**Run 1: wires at chosen ports, followed through buffers**

Drawn at 6 px/um.
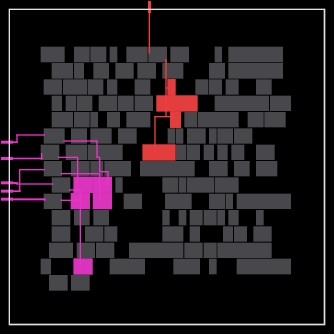
**Run 1: signal wires on met1**

Drawn at 10 px/um. Supply wires on this layer in gray. Cells faint in the background.
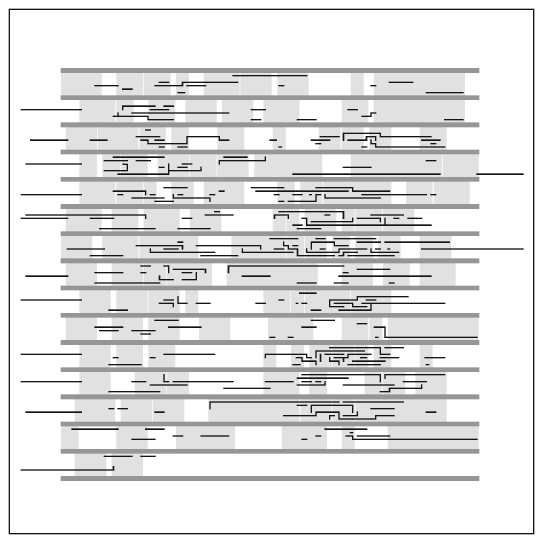
**Run 1: cell classes on the final placement**

Drawn at 8 px/um.
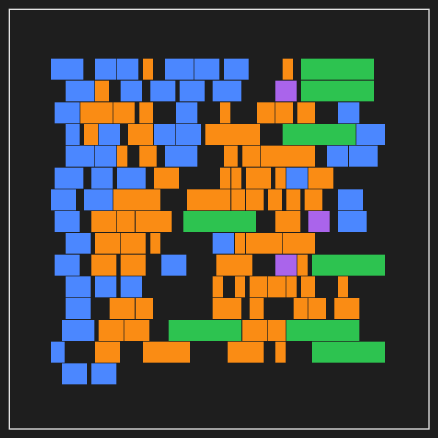
**Run 1: placement density heat map**

Drawn at 8 px/um. 10 x 10 tiles, from dark blue (low) to red (high), 0 to 100% covered.
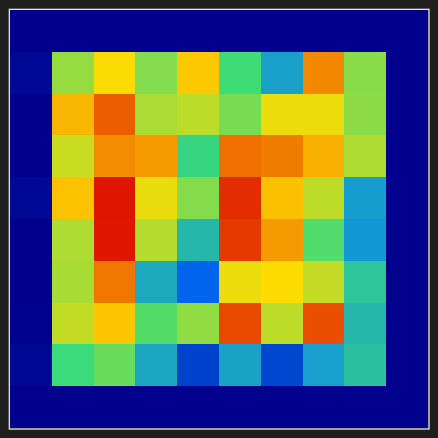
$ cat config.mk
export PLATFORM = sky130hd
export DESIGN_NAME = pipeline_stall_ctrl
export DESIGN_NICKNAME = d
export VERILOG_FILES = /design/src/rtl/pipeline_stall_ctrl_pkg.sv /design/src/rtl/pipeline_stall_ctrl_load_use_detect.sv /design/src/rtl/pipeline_stall_ctrl.sv
export SDC_FILE = /design/constraint.sdc
export NUM_CORES = 1
export LEC_CHECK = 0
export CAP_MARGIN = 20
export CORE_MARGIN = 5
export CORE_UTILIZATION = 38
export CTS_CLUSTER_DIAMETER = 80
export DETAILED_ROUTE_END_ITERATION = 8
export MAX_ROUTING_LAYER = met4
export PLACE_DENSITY = 0.78
export SYNTH_ARGS = -nofsm -noshare
export SYNTH_HDL_FRONTEND = slang
export SYNTH_SLANG_ARGS = --single-unit
export TNS_END_PERCENT = 30
$ cat constraint.sdc
create_clock -name clk -period 2.2 [get_ports clk]
set_clock_uncertainty 0.15 [all_clocks]
set_input_delay 0.44 -clock clk [delete_from_list [all_inputs] [get_ports clk]]
set_output_delay 0.44 -clock clk [all_outputs]
set_load 0.02 [all_outputs]
$ cat src/rtl/pipeline_stall_ctrl_pkg.sv
// Shared types for the pipeline stall/flush sequencer: FSM states, the stage control
// bundle and bit positions within it.
package pipe_ctrl_pkg;

    typedef enum logic [1:0] {
        RUN      = 2'd0,
        MEM_WAIT = 2'd1,
        FAULT    = 2'd2
    } pipe_state_t;

    typedef struct packed {
        logic [4:0] en;     // {pc, if_id, id_ex, ex_mem, mem_wb}
        logic [3:0] flush;  // {if_id, id_ex, ex_mem, mem_wb}
    } stage_ctrl_t;

    localparam logic [4:0] REG_ZERO = 5'd0;

    localparam int EN_PC     = 4;
    localparam int EN_IF_ID  = 3;
    localparam int EN_ID_EX  = 2;
    localparam int EN_EX_MEM = 1;
    localparam int EN_MEM_WB = 0;

    localparam int FL_IF_ID  = 3;
    localparam int FL_ID_EX  = 2;
    localparam int FL_EX_MEM = 1;
    localparam int FL_MEM_WB = 0;

    localparam stage_ctrl_t CTRL_RUN    = '{en: 5'b11111, flush: 4'b0000};
    // Full freeze still bubbles MEM/WB so the stalled access is not retired twice.
    localparam stage_ctrl_t CTRL_FREEZE = '{en: 5'b00000, flush: 4'b0001};
    localparam stage_ctrl_t CTRL_IDLE   = '{en: 5'b00000, flush: 4'b0000};

endpackage

$ cat src/rtl/pipeline_stall_ctrl_load_use_detect.sv
// Load-use hazard compare: a load in EX whose destination is read by the instruction in ID.
module load_use_detect
    import pipe_ctrl_pkg::*;
(
    input  logic       ex_mem_read,
    input  logic [4:0] ex_rd,
    input  logic [4:0] id_rs1,
    input  logic [4:0] id_rs2,
    input  logic       id_uses_rs1,
    input  logic       id_uses_rs2,
    output logic       hazard
);

    logic rs1_hit;
    logic rs2_hit;

    assign rs1_hit = id_uses_rs1 && (id_rs1 == ex_rd);
    assign rs2_hit = id_uses_rs2 && (id_rs2 == ex_rd);
    assign hazard  = ex_mem_read && (ex_rd != REG_ZERO) && (rs1_hit || rs2_hit);

endmodule

$ cat src/rtl/pipeline_stall_ctrl.sv
// Stall/flush sequencer for the 5-stage pipeline: load-use, branch squash, fetch wait and
// data-memory wait with timeout. Optional performance counters under PIPE_CTRL_PERF_EN.
module pipeline_stall_ctrl
    import pipe_ctrl_pkg::*;
#(
    parameter int MEM_TIMEOUT = 16,
    parameter int PERF_W      = 32
) (
    input  logic              clk,
    input  logic              reset,
    input  logic              imem_ready,
    input  logic [4:0]        id_rs1,
    input  logic [4:0]        id_rs2,
    input  logic              id_uses_rs1,
    input  logic              id_uses_rs2,
    input  logic              ex_mem_read,
    input  logic [4:0]        ex_rd,
    input  logic              ex_branch_taken,
    input  logic              mem_req,
    input  logic              mem_ack,
    output logic              pc_en,
    output logic              if_id_en,
    output logic              id_ex_en,
    output logic              ex_mem_en,
    output logic              mem_wb_en,
    output logic              if_id_flush,
    output logic              id_ex_flush,
    output logic              ex_mem_flush,
    output logic              mem_wb_flush,
    output logic              mem_fault,
    output logic [1:0]        state_o
`ifdef PIPE_CTRL_PERF_EN
    ,
    output logic [PERF_W-1:0] perf_stall_cycles,
    output logic [PERF_W-1:0] perf_flush_events,
    output logic [PERF_W-1:0] perf_mem_wait_cycles
`endif
);

    localparam int              CNT_W       = $clog2(MEM_TIMEOUT + 1);
    localparam logic [CNT_W-1:0] TIMEOUT_CNT = CNT_W'(MEM_TIMEOUT);

    pipe_state_t      state_q, state_d;
    logic [CNT_W-1:0] wait_cnt_q, wait_cnt_d;
    logic             mem_fault_q, mem_fault_d;
    logic             hazard;
    stage_ctrl_t      run_ctrl, ctrl, ctrl_o;

    load_use_detect u_load_use (
        .ex_mem_read (ex_mem_read),
        .ex_rd       (ex_rd),
        .id_rs1      (id_rs1),
        .id_rs2      (id_rs2),
        .id_uses_rs1 (id_uses_rs1),
        .id_uses_rs2 (id_uses_rs2),
        .hazard      (hazard)
    );

    // Control as seen when no memory stall is in effect (RUN, or MEM_WAIT on its ack cycle).
    always_comb begin
        run_ctrl = CTRL_RUN;
        if (ex_branch_taken) begin
            run_ctrl.flush[FL_IF_ID] = 1'b1;
            run_ctrl.flush[FL_ID_EX] = 1'b1;
        end else if (hazard) begin
            run_ctrl.en[EN_PC]       = 1'b0;
            run_ctrl.en[EN_IF_ID]    = 1'b0;
            run_ctrl.flush[FL_ID_EX] = 1'b1;
        end else if (!imem_ready) begin
            run_ctrl.en[EN_PC]       = 1'b0;
            run_ctrl.flush[FL_IF_ID] = 1'b1;
        end
    end

    always_comb begin
        state_d     = state_q;
        wait_cnt_d  = wait_cnt_q;
        mem_fault_d = mem_fault_q;
        ctrl        = run_ctrl;
        case (state_q)
            RUN: begin
                if (mem_req && !mem_ack) begin
                    ctrl       = CTRL_FREEZE;
                    state_d    = MEM_WAIT;
                    wait_cnt_d = CNT_W'(1);
                end
            end
            MEM_WAIT: begin
                if (mem_ack) begin
                    state_d    = RUN;
                    wait_cnt_d = '0;
                end else if (wait_cnt_q == TIMEOUT_CNT) begin
                    ctrl        = CTRL_FREEZE;
                    state_d     = FAULT;
                    mem_fault_d = 1'b1;
                end else begin
                    ctrl       = CTRL_FREEZE;
                    wait_cnt_d = wait_cnt_q + CNT_W'(1);
                end
            end
            FAULT: begin
                ctrl = CTRL_IDLE;
            end
            default: begin
                ctrl    = CTRL_IDLE;
                state_d = FAULT;
            end
        endcase
    end

    always_ff @(posedge clk or posedge reset) begin
        if (reset) begin
            state_q     <= RUN;
            wait_cnt_q  <= '0;
            mem_fault_q <= 1'b0;
        end else begin
            state_q     <= state_d;
            wait_cnt_q  <= wait_cnt_d;
            mem_fault_q <= mem_fault_d;
        end
    end

    assign ctrl_o = reset ? CTRL_IDLE : ctrl;

    assign pc_en        = ctrl_o.en[EN_PC];
    assign if_id_en     = ctrl_o.en[EN_IF_ID];
    assign id_ex_en     = ctrl_o.en[EN_ID_EX];
    assign ex_mem_en    = ctrl_o.en[EN_EX_MEM];
    assign mem_wb_en    = ctrl_o.en[EN_MEM_WB];
    assign if_id_flush  = ctrl_o.flush[FL_IF_ID];
    assign id_ex_flush  = ctrl_o.flush[FL_ID_EX];
    assign ex_mem_flush = ctrl_o.flush[FL_EX_MEM];
    assign mem_wb_flush = ctrl_o.flush[FL_MEM_WB];
    assign mem_fault    = mem_fault_q;
    assign state_o      = state_q;

`ifdef PIPE_CTRL_PERF_EN
    logic [PERF_W-1:0] perf_stall_q, perf_stall_d;
    logic [PERF_W-1:0] perf_flush_q, perf_flush_d;
    logic [PERF_W-1:0] perf_mw_q, perf_mw_d;
    logic              branch_flush;

    // Only the branch rule bubbles IF/ID and ID/EX together.
    assign branch_flush = ctrl.flush[FL_IF_ID] && ctrl.flush[FL_ID_EX];

    always_comb begin
        perf_stall_d = perf_stall_q;
        perf_flush_d = perf_flush_q;
        perf_mw_d    = perf_mw_q;
        if (!ctrl.en[EN_PC])      perf_stall_d = perf_stall_q + PERF_W'(1);
        if (branch_flush)         perf_flush_d = perf_flush_q + PERF_W'(1);
        if (state_q == MEM_WAIT)  perf_mw_d    = perf_mw_q + PERF_W'(1);
    end

    always_ff @(posedge clk or posedge reset) begin
        if (reset) begin
            perf_stall_q <= '0;
            perf_flush_q <= '0;
            perf_mw_q    <= '0;
        end else begin
            perf_stall_q <= perf_stall_d;
            perf_flush_q <= perf_flush_d;
            perf_mw_q    <= perf_mw_d;
        end
    end

    assign perf_stall_cycles    = perf_stall_q;
    assign perf_flush_events    = perf_flush_q;
    assign perf_mem_wait_cycles = perf_mw_q;
`endif

endmodule

==> flow_summary.html <==
<h2>Synthesis and place &amp; route</h2>
<table>
<tr><th>Metric</th><th>Value</th></tr>
<tr><th colspan="2">CTS</th></tr>
<tr><td>Buffer type at the clock tree root</td><td>sky130_fd_sc_hd__clkbuf_4</td></tr>
<tr><td>Clock transition at the registers of the reported paths</td><td>roughly 0.060 ns</td></tr>
<tr><td>Number of buffers inserted during clock tree synthesis</td><td>3</td></tr>
<tr><td>Clock latency of the later-clocked register in the worst-skew pair</td><td>between 0.2 and 0.3 ns</td></tr>
<tr><td>Clock tree sinks</td><td>8</td></tr>
<tr><th colspan="2">Power and ir drop</th></tr>
<tr><td>Peak supply drop</td><td>311.5 uV</td></tr>
<tr><td>PwrDens</td><td>710.3 mW/mm2</td></tr>
<tr><td>Reg power frac</td><td>0.296</td></tr>
<tr><td>Leakage power summed over all cells</td><td>around 0.51 nW</td></tr>
<tr><td>Internal Pwr Total</td><td>roughly 0.00048 W</td></tr>
<tr><th colspan="2">Cells and area</th></tr>
<tr><td>Fraction of final layout cells with drive strength greater than 1</td><td>0.2602</td></tr>
<tr><td>Nets</td><td>151</td></tr>
<tr><td>Highest-count logic cell in the final layout</td><td>sky130_fd_sc_hd__dlygate4sd2_1</td></tr>
<tr><th colspan="2">Worst setup path</th></tr>
<tr><td>Cell family contributing the most delay on the critical path</td><td>simple AND/OR/NAND/NOR gates</td></tr>
<tr><td>Worst setup path startpoint</td><td>ex_rd[3]</td></tr>
<tr><td>Reg2reg setup slack</td><td>0.46 ns</td></tr>
<tr><td>Delay of the slowest critical-path stage</td><td>approximately 0.54 ns</td></tr>
<tr><td>Number of cells on the worst reg-to-reg path</td><td>6</td></tr>
<tr><td>Endpoint type of the worst setup path</td><td>output port</td></tr>
<tr><td>Worst-path maximum fanout</td><td>2</td></tr>
<tr><td>Worst path depth</td><td>6</td></tr>
<tr><td>RR Startpoint</td><td>wait_cnt_q[0]</td></tr>
<tr><td>Endpoint of the most critical register-to-register path</td><td>wait_cnt_q[1]</td></tr>
<tr><th colspan="2">Yosys</th></tr>
<tr><td>Synthesized instance count</td><td>~79</td></tr>
<tr><td>Cell area after synthesis</td><td>slightly below 700 um2</td></tr>
<tr><td>Sequential fraction of the synthesis area</td><td>0.2947</td></tr>
<tr><td>Ranking of synthesized cells by area</td><td>sky130_fd_sc_hd__dfrtp_1 29%, sky130_fd_sc_hd__xnor2_1 15%, sky130_fd_sc_hd__inv_1 4.4%, sky130_fd_sc_hd__ha_1 3.7%, sky130_fd_sc_hd__nand2b_1 3.7%</td></tr>
<tr><td>Yosys synthesis chip area</td><td>just under 700 um2</td></tr>
<tr><td>Number of unique standard cell types used by synthesis</td><td>32</td></tr>
<tr><td>Yosys top cell area share</td><td>0.2947</td></tr>
<tr><th colspan="2">Global route</th></tr>
<tr><td>Sum of overflow across all layers after global routing</td><td>0</td></tr>
<tr><td>Via count of the first global-routing pass</td><td>about 770</td></tr>
<tr><td>All-layer global routing usage</td><td>0.1525</td></tr>
<tr><td>Initial antenna violation count</td><td>0</td></tr>
<tr><th colspan="2">Floorplan</th></tr>
<tr><td>Die W</td><td>approximately 52 um</td></tr>
<tr><th colspan="2">Detailed routing</th></tr>
<tr><td>Post-detailed-route wirelength per cell</td><td>approximately 13 um</td></tr>
<tr><td>Via density per instance</td><td>4.966</td></tr>
<tr><td>Post-route antenna net violation count</td><td>0</td></tr>
<tr><td>DRC violation total after the first TritonRoute iteration</td><td>11</td></tr>
<tr><td>Post-detailed-route DRC marker count</td><td>0</td></tr>
<tr><th colspan="2">Run status</th></tr>
<tr><td>Result of the run</td><td>complete, but fails checks</td></tr>
<tr><td>Violations in the final reports</td><td>negative setup slack</td></tr>
<tr><th colspan="2">Place</th></tr>
<tr><td>Final HPWL from detailed placement</td><td>1.671 mm</td></tr>
<tr><th colspan="2">Job</th></tr>
<tr><td>Count of warning messages emitted by the tools</td><td>30</td></tr>
<tr><th colspan="2">Final timing</th></tr>
<tr><td>Smallest setup slack after layout</td><td>-0.007175 ns</td></tr>
<tr><td>Number of setup violations in the final report</td><td>1</td></tr>
</table>
About 'wires at chosen ports, followed through buffers':
Magenta is id_rs2, bits 5, direction input, end cells 5, buffers 5, wire 84.4 um. Red is reset, bits 1, direction input, end cells 4, buffers 1, wire 26.5 um.

About 'signal wires on met1':
The layer carries 759 um of wire. The longest straight run is 14.7 um. The layer holds 39% of the routed length.

About 'cell classes on the final placement':
Blue is other buffers and delay cells, cells 45, share of their area 35%. Orange is all other logic, cells 67, share of their area 45%. Purple is cells driving clock nets, cells 3, share of their area 2.0%. Green is flip-flops, cells 8, share of their area 18%.
core area: 0.001708 mm2
Core Rows: 15
flop share of the area: 0.1747
final cell utilization of the core: 0.6711
post-layout instance area: 0.001146 mm2

About 'placement density heat map':
The fullest tile reaches 98%. The emptiest ninth of the die: bottom right. 20% of the tiles are over 75% full. 36% of the tiles are nearly empty.
Floorplan Utilization: 0.3978

[run 1: cells by family (layout without fill, tap and decap cells)]
family          Yosys count  count (layout)  share of synthesized area
compound gates           19              19                     0.1786
xor+xnor                 12              12                     0.1547
fa+ha+maj                 2               2                    0.03683
buf+inv                  12              56                    0.08471
flops                     8               8                     0.2947
mux                       1               1                    0.01473
other cells               1               1                   0.005520
simple gates             24              24                     0.2302
[run 1: routing by layer]
layer  vias up  track usage  part of all wire
li1        365            -                 -
met4         0      0.05106                 0
met1       337       0.1630              0.39
met5         -            -                 0
met2        33       0.2769              0.54
met3         0      0.03134             0.060
[run 1: through the flow]
stage	instances	hold WS [ns]	TNS, ns
finish	148	0.2147	-0.007175
global route	148	0.2391	-0.1251
CTS	148	0.2233	-0.05848
detailed placement	143	0.3096	-4.986
global placement	143	0.2986	-4.742
floorplan	79	0.1057	-0.01870
[run 1: synthesized netlist by cell type]
cell	instances
sky130_fd_sc_hd__nor4b_1	1
sky130_fd_sc_hd__nand2b_1	4
sky130_fd_sc_hd__and4bb_2	1
sky130_fd_sc_hd__or3b_1	1
sky130_fd_sc_hd__a2bb2oi_1	1
sky130_fd_sc_hd__mux2i_1	1
sky130_fd_sc_hd__buf_4	3
sky130_fd_sc_hd__o21ai_0	5
sky130_fd_sc_hd__a221oi_1	1
sky130_fd_sc_hd__buf_2	1
sky130_fd_sc_hd__nand4bb_1	1
sky130_fd_sc_hd__or4_4	1
sky130_fd_sc_hd__xnor2_1	12
sky130_fd_sc_hd__a31oi_1	2
sky130_fd_sc_hd__nor2b_1	1
sky130_fd_sc_hd__o21bai_1	1
sky130_fd_sc_hd__nor3_1	1
sky130_fd_sc_hd__o22ai_1	3
sky130_fd_sc_hd__dfrtp_1	8
sky130_fd_sc_hd__nand4_1	2
sky130_fd_sc_hd__a21oi_1	3
sky130_fd_sc_hd__nand3_1	2
sky130_fd_sc_hd__inv_1	8
sky130_fd_sc_hd__nor2_1	2
sky130_fd_sc_hd__conb_1	1
sky130_fd_sc_hd__ha_1	2
sky130_fd_sc_hd__a22o_1	1
sky130_fd_sc_hd__o21ai_2	1
sky130_fd_sc_hd__a21boi_1	1
sky130_fd_sc_hd__nor3b_2	1
sky130_fd_sc_hd__nor4_1	1
sky130_fd_sc_hd__nand2_1	5
[run 1: power by group through the flow]
stage                     combinational (W)  sequential [W]  clock, W
after floorplan                    0.000244        0.000254         0
after global placement             0.000457        0.000231         0
after detailed placement           0.000468        0.000236         0
after CTS                          0.000462        0.000239  0.000117
after global routing               0.000501        0.000244  0.000130
final                              0.000459        0.000241  0.000114
[run 1: flip-flops by register name, indices dropped and copies added, names as in the netlist]
signal / flops
state_o: 2
wait_cnt_q: 5
mem_fault: 1
[run 1: timing repair]
item,4_1_cts,5_1_grt
pin swaps,17,4
buffers inserted,2,0
resized,64,1
endpoints found under the setup margin,8,4
[run 1: final cells by class]
type,instances,area (um2),area share
multi-input combinational,59,473.0,0.4127
timing repair buffer,45,389.1,0.3395
sequential,8,200.2,0.1747
tap,25,31.28,0.02729
inverter,8,30.03,0.02620
clock buffer,3,22.52,0.01965
Power is estimated from default activity; no workload was simulated.
